Fig. 1: routing congestion
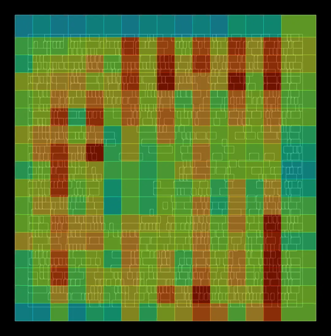
Fig. 2: metal 3
Cells faint in the background.
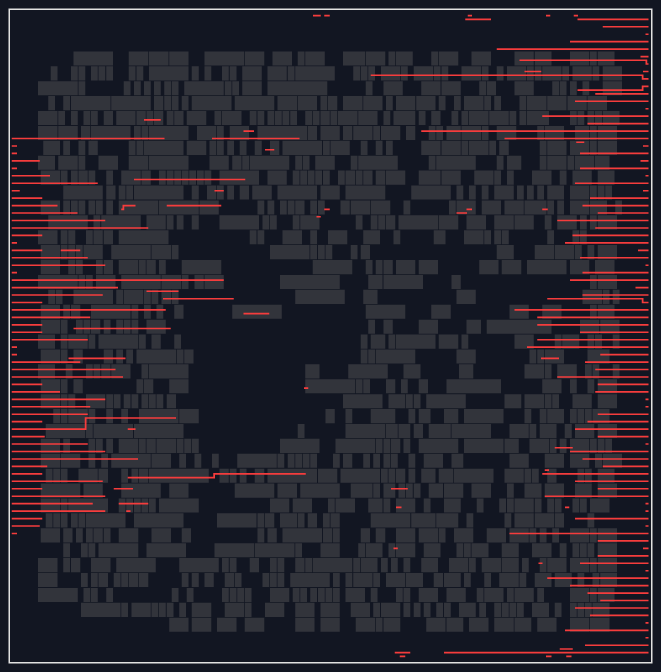
Fig. 3: the metal 2 layer
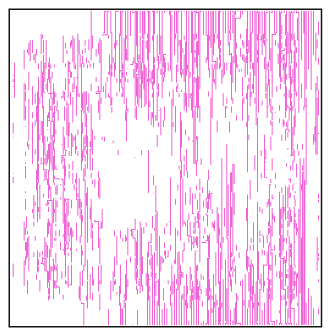
Fig. 4: metal 1
Cells faint in the background.
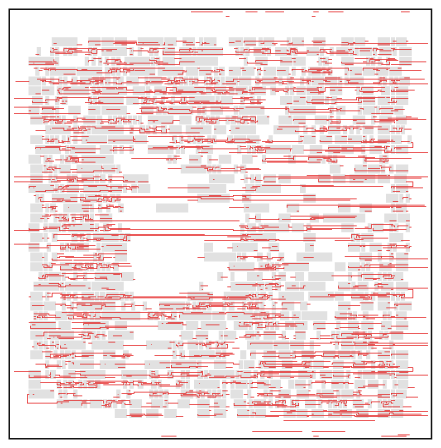
Fig. 5: M4 wires
The bar under the picture is 20 µm long. Cells faint in the background.
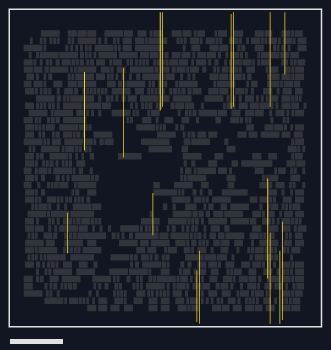
**src/rtl/dmem_pkg.sv**
```systemverilog
// Shared types for the data-memory arbiter: FSM states and requester IDs.
package dmem_pkg;

    typedef enum logic {
        ST_RR     = 1'b0,
        ST_LOCKED = 1'b1
    } arb_state_e;

    typedef enum logic {
        REQ_CPU = 1'b0,
        REQ_DMA = 1'b1
    } req_id_e;

    // The requester that should be favoured after `id` has been served.
    function automatic req_id_e other_req(input req_id_e id);
        return (id == REQ_CPU) ? REQ_DMA : REQ_CPU;
    endfunction

endpackage

```
**src/rtl/rr_arbiter2.sv**
```systemverilog
// Two-way round-robin grant: a lone request always wins, contention goes
// to the side named by prio. Purely combinational.
module rr_arbiter2
    import dmem_pkg::*;
(
    input  logic [1:0] req,
    input  req_id_e    prio,
    output logic [1:0] gnt
);

    // Select the single winner from the request pair and the priority pointer.
    always_comb begin
        gnt = 2'b00;
        case (req)
            2'b01:   gnt = 2'b01;
            2'b10:   gnt = 2'b10;
            2'b11:   gnt = (prio == REQ_CPU) ? 2'b01 : 2'b10;
            default: gnt = 2'b00;
        endcase
    end

endmodule

```
**src/rtl/dmem_arbiter.sv**
```systemverilog
// Single-port data-memory arbiter between the CPU and a DMA/loader port.
// Round-robin in normal operation; the DMA can lock the memory for a bounded
// burst of consecutive grants. Read data comes back one cycle after accept.
module dmem_arbiter
    import dmem_pkg::*;
#(
    parameter int DATA_WIDTH = 32,
    parameter int LOCK_MAX   = 16
) (
    input  logic                  clk,
    input  logic                  rst_n,
    // CPU port
    input  logic                  c_valid,
    input  logic                  c_we,
    input  logic [DATA_WIDTH-1:0] c_addr,
    input  logic [DATA_WIDTH-1:0] c_wdata,
    output logic                  c_ready,
    output logic                  c_rvalid,
    output logic [DATA_WIDTH-1:0] c_rdata,
    // DMA / loader port
    input  logic                  d_valid,
    input  logic                  d_we,
    input  logic                  d_lock,
    input  logic [DATA_WIDTH-1:0] d_addr,
    input  logic [DATA_WIDTH-1:0] d_wdata,
    output logic                  d_ready,
    output logic                  d_rvalid,
    output logic [DATA_WIDTH-1:0] d_rdata,
    // Memory port
    output logic [DATA_WIDTH-1:0] mem_a,
    output logic [DATA_WIDTH-1:0] mem_wd,
    output logic                  mem_we,
    input  logic [DATA_WIDTH-1:0] mem_rd
);

    localparam int              CNT_W      = $clog2(LOCK_MAX + 1);
    localparam logic [CNT_W-1:0] LOCK_MAX_C = CNT_W'(LOCK_MAX);
    // With a limit of one grant a lock would expire on the very beat that
    // requests it, so the locked state is never entered.
    localparam bit              LOCK_EN    = (LOCK_MAX > 1);

    arb_state_e             state_q, state_d;
    req_id_e                prio_q, prio_d;
    logic [CNT_W-1:0]       lock_cnt_q, lock_cnt_d;
    logic [CNT_W-1:0]       lock_cnt_inc;
    logic                   c_rvalid_q, c_rvalid_d;
    logic                   d_rvalid_q, d_rvalid_d;
    logic [DATA_WIDTH-1:0]  c_rdata_q, c_rdata_d;
    logic [DATA_WIDTH-1:0]  d_rdata_q, d_rdata_d;

    logic [1:0]             arb_gnt;
    logic                   c_acc;
    logic                   d_acc;

    rr_arbiter2 u_rr_arbiter2 (
        .req  ({d_valid, c_valid}),
        .prio (prio_q),
        .gnt  (arb_gnt)
    );

    assign lock_cnt_inc = lock_cnt_q + {{(CNT_W-1){1'b0}}, 1'b1};
    assign c_acc        = c_valid & c_ready;
    assign d_acc        = d_valid & d_ready;

    // Ready generation: locked state serves only the DMA, otherwise the
    // round-robin grant decides; nothing is accepted while in reset.
    always_comb begin
        c_ready = 1'b0;
        d_ready = 1'b0;
        if (rst_n && (state_q == ST_LOCKED)) begin
            d_ready = d_valid;
        end else if (rst_n) begin
            c_ready = arb_gnt[0];
            d_ready = arb_gnt[1];
        end else begin
            c_ready = 1'b0;
            d_ready = 1'b0;
        end
    end

    // Steer the accepted request onto the memory port; no write when idle.
    always_comb begin
        mem_a  = c_addr;
        mem_wd = c_wdata;
        mem_we = 1'b0;
        if (d_acc) begin
            mem_a  = d_addr;
            mem_wd = d_wdata;
            mem_we = d_we;
        end else if (c_acc) begin
            mem_a  = c_addr;
            mem_wd = c_wdata;
            mem_we = c_we;
        end else begin
            mem_we = 1'b0;
        end
    end

    // Next-state logic: read capture, priority rotation and the lock FSM.
    always_comb begin
        state_d    = state_q;
        prio_d     = prio_q;
        lock_cnt_d = lock_cnt_q;
        c_rvalid_d = c_acc & ~c_we;
        d_rvalid_d = d_acc & ~d_we;
        c_rdata_d  = c_rdata_q;
        d_rdata_d  = d_rdata_q;

        if (c_acc && !c_we) begin
            c_rdata_d = mem_rd;
        end else begin
            c_rdata_d = c_rdata_q;
        end

        if (d_acc && !d_we) begin
            d_rdata_d = mem_rd;
        end else begin
            d_rdata_d = d_rdata_q;
        end

        if (c_acc || d_acc) begin
            prio_d = other_req(d_acc ? REQ_DMA : REQ_CPU);
        end else begin
            prio_d = prio_q;
        end

        case (state_q)
            ST_RR: begin
                lock_cnt_d = {CNT_W{1'b0}};
                if (LOCK_EN && d_acc && d_lock) begin
                    // The beat that takes the lock is the first of the burst.
                    state_d    = ST_LOCKED;
                    lock_cnt_d = {{(CNT_W-1){1'b0}}, 1'b1};
                end else begin
                    state_d = ST_RR;
                end
            end
            ST_LOCKED: begin
                if (!d_valid || !d_lock || (lock_cnt_inc >= LOCK_MAX_C)) begin
                    // Any exit hands the next contention to the CPU.
                    state_d    = ST_RR;
                    lock_cnt_d = {CNT_W{1'b0}};
                    prio_d     = REQ_CPU;
                end else begin
                    lock_cnt_d = lock_cnt_inc;
                end
            end
            default: begin
                state_d    = ST_RR;
                lock_cnt_d = {CNT_W{1'b0}};
                prio_d     = REQ_CPU;
            end
        endcase
    end

    // State registers with synchronous active-low reset.
    always_ff @(posedge clk) begin
        if (!rst_n) begin
            state_q    <= ST_RR;
            prio_q     <= REQ_CPU;
            lock_cnt_q <= {CNT_W{1'b0}};
            c_rvalid_q <= 1'b0;
            d_rvalid_q <= 1'b0;
            c_rdata_q  <= {DATA_WIDTH{1'b0}};
            d_rdata_q  <= {DATA_WIDTH{1'b0}};
        end else begin
            state_q    <= state_d;
            prio_q     <= prio_d;
            lock_cnt_q <= lock_cnt_d;
            c_rvalid_q <= c_rvalid_d;
            d_rvalid_q <= d_rvalid_d;
            c_rdata_q  <= c_rdata_d;
            d_rdata_q  <= d_rdata_d;
        end
    end

    assign c_rvalid = c_rvalid_q;
    assign d_rvalid = d_rvalid_q;
    assign c_rdata  = c_rdata_q;
    assign d_rdata  = d_rdata_q;

endmodule
```
**config.mk**
```make
export PLATFORM = sky130hd
export DESIGN_NAME = dmem_arbiter
export DESIGN_NICKNAME = d
export VERILOG_FILES = /design/src/rtl/dmem_pkg.sv /design/src/rtl/rr_arbiter2.sv /design/src/rtl/dmem_arbiter.sv
export SDC_FILE = /design/constraint.sdc
export NUM_CORES = 1
export LEC_CHECK = 0
export ABC_AREA = 1
export CORE_AREA = 5 5 112 114
export CTS_CLUSTER_SIZE = 40
export DETAILED_ROUTE_END_ITERATION = 16
export DIE_AREA = 0 0 117 119
export PLACE_DENSITY = 0.82
export SLEW_MARGIN = 20
export SYNTH_ARGS = -nofsm -noshare
export SYNTH_HDL_FRONTEND = slang
export SYNTH_SLANG_ARGS = --single-unit
```
**constraint.sdc**
```tcl
create_clock -name clk -period 2.8 [get_ports clk]
set_clock_uncertainty 0.2 [all_clocks]
set_input_delay 0.56 -clock clk [delete_from_list [all_inputs] [get_ports clk]]
set_output_delay 0.56 -clock clk [all_outputs]
set_load 0.01 [all_outputs]
```
==> run summary <==
Status on the layout run. The flow ran to the end, and the final reports show no timing, DRC or antenna violations. For this design the top-level I/O count stands at 300. Clock group total power landed at 0.00129 W. Fraction of the yosys area taken by sequential cells landed at 37.6%.

In this run, synthesis produced a sequential element count of 73. Overall die width landed at 117 µm. The final antenna diode tally reported by the flow is 1. The top cell types in the final layout, fill and taps aside, are nand2_1 (299), clkdlybuf4s50_1 (229), nor2_1 (101), inv_1 (74), dfxtp_1 (73). Global-route congestion overflow total landed at 0. In this run the VDD rail shows a maximum IR drop of 0.333 mV.

For this design, the sink count on the clock tree is 73. The launch point of the worst register-to-register path is recorded as state_q. The critical path starts at c_valid. The worst setup path is launched from an input port. Number of cell instances on the worst register-to-register path landed at 8.

Per the gpl log, the routability congestion estimate is 0.873. The average instance in the mapped netlist occupies 5.76 µm². According to the timing report, the critical path is captured at mem_wd[5].

Measured against the total synthesized area, the mux share comes to 0%. Post-route worst hold slack landed at 276 ps. The biggest slice of the total power is consumed by the clock network. Warnings reported by Yosys during synthesis add up to 0. Among the stages of the critical path, the cell type that occurs most often is nand2_1.

Met1 track demand over resource landed at 28.1%. Post-cts resize count landed at 109. Area overhead of the layout relative to synthesis landed at 92.8%. H-tree depth reported by CTS landed at 3. Sequential cells make up 19.5% of the cell area. In this run the tightest slew margin relative to its limit is 52.4%. Tap cell count landed at 143.

The detail route stage leaves a number of antenna-violating nets equal to 0. The internal power of the cells totals 0.00245 W. For this run, the total global-route usage over all layers was measured as 23.5%. Post-synthesis instance area landed at 3890 µm².

Slack of the critical path landed at 238 ps. Clock-pin slew was measured on the worst setup and hold paths at 60 ps. Per the skew report, the later register of the worst-skew pair sees a clock latency of 320 ps. HPWL reported at the end of detailed placement landed at 13.3 mm.

Detailed routing placed a total of 1.79 mm of wire on met3. Detailed-route iteration 0 reported a violation count of 312. Wires add up to 17.3 mm. Reported max-cap violation count landed at 0.
About Fig. 1:
met2 Usage GRT: 38.9%
met3 track demand over resource in global routing: 8.22%

About Fig. 2:
nets with wire on the layer = 163
longest straight run = 49.5 µm
wire length on this layer = 1790 µm

About Fig. 3:
longest straight run = 62.7 µm
nets with wire on the layer = 867
share of all routed wire = 48%

About Fig. 4:
nets with wire on the layer = 1017
longest straight run = 53.1 µm

About Fig. 5:
main direction = vertical
share of all routed wire = 2.7%

Power is estimated from default activity; no workload was simulated.
